Figure 1. Logic cells by family.
Bar = 20 um.
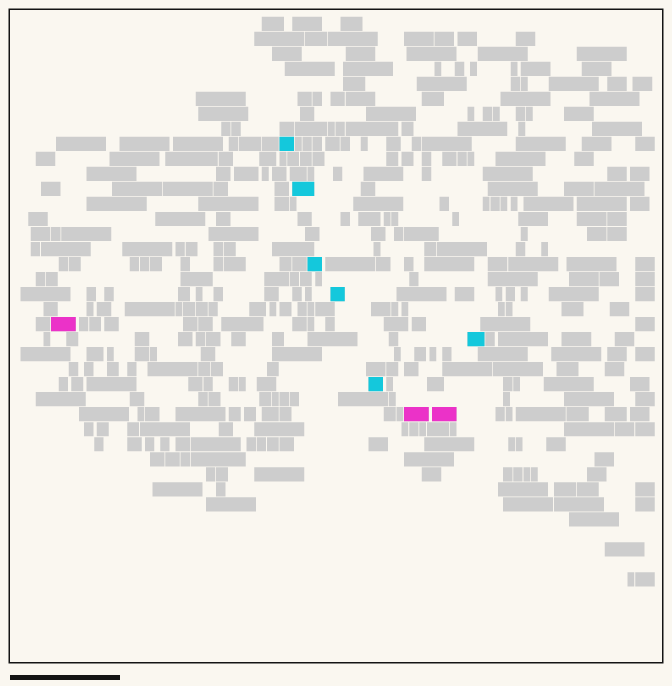
Figure 2. Placed cells, one colour a class.
Bar = 20 um.
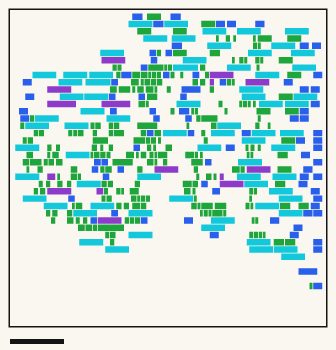
Figure 3. Track usage over the die.
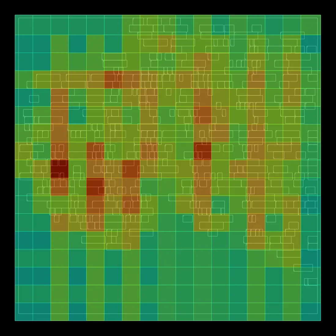
Figure 4. Sequential cells grouped by signal name.
Bar = 20 um.
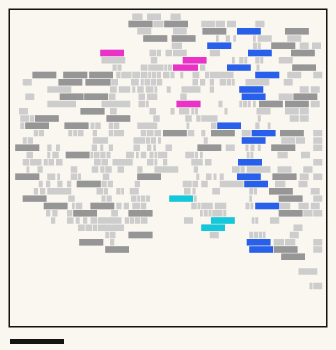
==> config.mk <==
export PLATFORM = sky130hd
export DESIGN_NAME = keypad_entry_ctrl
export DESIGN_NICKNAME = d
export VERILOG_FILES = /design/src/rtl/keypad_pkg.sv /design/src/rtl/key_debouncer.sv /design/src/rtl/keypad_entry_ctrl.sv
export SDC_FILE = /design/constraint.sdc
export NUM_CORES = 1
export LEC_CHECK = 0
export CAP_MARGIN = 20
export CORE_UTILIZATION = 25
export CTS_CLUSTER_SIZE = 28
export DETAILED_ROUTE_END_ITERATION = 8
export GPL_TIMING_DRIVEN = 1
export PLACE_DENSITY_LB_ADDON = 0.2
export SYNTH_ARGS = -nofsm -noshare
export SYNTH_HDL_FRONTEND = slang
export SYNTH_SLANG_ARGS = --single-unit
==> constraint.sdc <==
create_clock -name clk -period 3.5 [get_ports clk]
set_clock_uncertainty 0.2 [all_clocks]
set_input_delay 1.05 -clock clk [delete_from_list [all_inputs] [get_ports clk]]
set_output_delay 1.05 -clock clk [all_outputs]
set_load 0.01 [all_outputs]
==> summary.rpt <==
PHYSICAL IMPLEMENTATION REPORT
----------------------------------------------------
[Final layout]
  Number of buffers other than clock buffers in the final layout ........................ 80
  Antenna cells ........................ 0
  Non-clock inverter count ........................ 25
  Sequential cell count of the final layout ........................ 71

[Logic synthesis]
  Sequential share of the synthesized area ........................ 52.73%
  Comb area leader ........................ simple AND/OR/NAND/NOR gates
  Synthesized area divided by synthesized cell count ........................ 10.50 sq um
  Nets at Floorplan ........................ 330
  Number of enable flip-flop cells ........................ 0
  Yosys-reported design area after synthesis ........................ 3369 sq um
  Adder Share, Synth ........................ 1.114%

[Detailed routing]
  Detailed route wirelength on metal3 ........................ 343 um
  DRT Wirelength ........................ 8060 um
  Detailed-route via count ........................ 2656
  Vias/cell ........................ 4.619
  Starting DRT DRC Count ........................ 154
  Number of search-and-repair iterations in the first detailed-routing pass ........................ 4

[Status]
  Outcome ........................ finished with violations
  Failing checks ........................ negative setup slack

[Timing]
  Minimum setup slack in the final design ........................ -0.06145 ns
  Setup-violating endpoint count in the final report ........................ 4
  Final Max-Slew Violation Tally ........................ 0

[Clock network]
  Insertion Delay late pin ........................ 0.33 ns
  Max Root-Sink Buffers ........................ 2
  Clock Sink Count ........................ 71
  Post-CTS setup buffer count ........................ 5
  Clock buffer count from CTS ........................ 9
  Clock transition at the registers of the reported paths ........................ 0.06 ns

[Power and ir drop]
  Final total power ........................ 2.295 mW
  PwrDens ........................ 495.7 nW/um^2
  Logic power comb ........................ 0.415 mW
  Largest power group ........................ the clock network

[Placement]
  Final RePlAce weighted congestion ........................ 0.7820

[Hold path]
  Hold Path Class ........................ reg2reg

[Setup path]
  Startpoint-to-endpoint class of the critical path ........................ reg2out

[Floorplanning]
  I/O pin count ........................ 48

[Run]
  Number of warnings in the stage logs ........................ 29
  Reported max-cap violation count ........................ 0

----------------------------------------------------
About Figure 1:
[AND-OR and OR-AND gates] cyan | cells: 6 | where: centre
[adder and majority cells] magenta | cells: 3
final instance count without filler cells: 575
logic share of the area: 31.78%
highest-count logic cell in the final layout: sky130_fd_sc_hd__dfrtp_1

About Figure 2:
[clock drivers and dummy loads] purple | cells: 15 | share of their area: 7.1%
[flops] cyan | cells: 71 | share of their area: 40%
[combinational and other logic] green | cells: 233 | share of their area: 35%
[other buffers and delay cells] blue | cells: 80 | share of their area: 17%
fin area: 4631 sq um
core region area: 13190 sq um
share of the final layout cell area in sequential cells: 38.42%

About Figure 3:
Wirelength per Cell: 14.02 um
GR met3 Demand/Resource: 3.198%
global routing met1 resource utilization: 15.63%
end-of-flow core utilization: 35.11%
GRT Total Usage: 12.29%

About Figure 4:
[entry_digits] blue | sequential cells: 16
[u_deb.cand_q] magenta | sequential cells: 4 | where: top centre
[entry_count] cyan | sequential cells: 3
Seq group: 0.922 mW
area occupied by registers: 1779 sq um

[cell families after synthesis]
family / Yosys count
AOI/OAI and AO/OA: 67
xor gates and xnor gates: 2
adders and majority gates: 3
buffers and inverters: 42
DFF: 71
muxes: 23
and+or+nand+nor: 113
[Yosys cell counts (2+ instances only)]
library cell / n / area, sq um
sky130_fd_sc_hd__dfrtp_1: 71 / 1777
sky130_fd_sc_hd__o21ai_0: 32 / 160.2
sky130_fd_sc_hd__inv_1: 25 / 93.84
sky130_fd_sc_hd__nand2_1: 25 / 93.84
sky130_fd_sc_hd__a21oi_1: 17 / 85.08
sky130_fd_sc_hd__nand3_1: 16 / 80.08
sky130_fd_sc_hd__mux2_2: 12 / 135.1
sky130_fd_sc_hd__or3_1: 12 / 75.07
sky130_fd_sc_hd__nand4_1: 11 / 68.82
sky130_fd_sc_hd__nor2_1: 11 / 41.29
sky130_fd_sc_hd__buf_2: 10 / 50.05
sky130_fd_sc_hd__mux2_4: 10 / 150.1
sky130_fd_sc_hd__nor3_1: 6 / 30.03
sky130_fd_sc_hd__and3_1: 5 / 31.28
sky130_fd_sc_hd__or4_1: 5 / 37.54
sky130_fd_sc_hd__clkbuf_1: 4 / 15.01
sky130_fd_sc_hd__o211ai_1: 4 / 30.03
sky130_fd_sc_hd__o31ai_1: 4 / 30.03
sky130_fd_sc_hd__ha_1: 3 / 37.54
sky130_fd_sc_hd__a21o_1: 2 / 15.01
sky130_fd_sc_hd__and4_1: 2 / 17.52
sky130_fd_sc_hd__buf_6: 2 / 22.52
sky130_fd_sc_hd__nand4_2: 2 / 25.02
sky130_fd_sc_hd__nor2b_1: 2 / 12.51
sky130_fd_sc_hd__nor3_2: 2 / 20.02
sky130_fd_sc_hd__o21a_1: 2 / 15.01
sky130_fd_sc_hd__xnor2_1: 2 / 17.52
Power figures rest on the tool's default switching activity, not on a simulated workload.
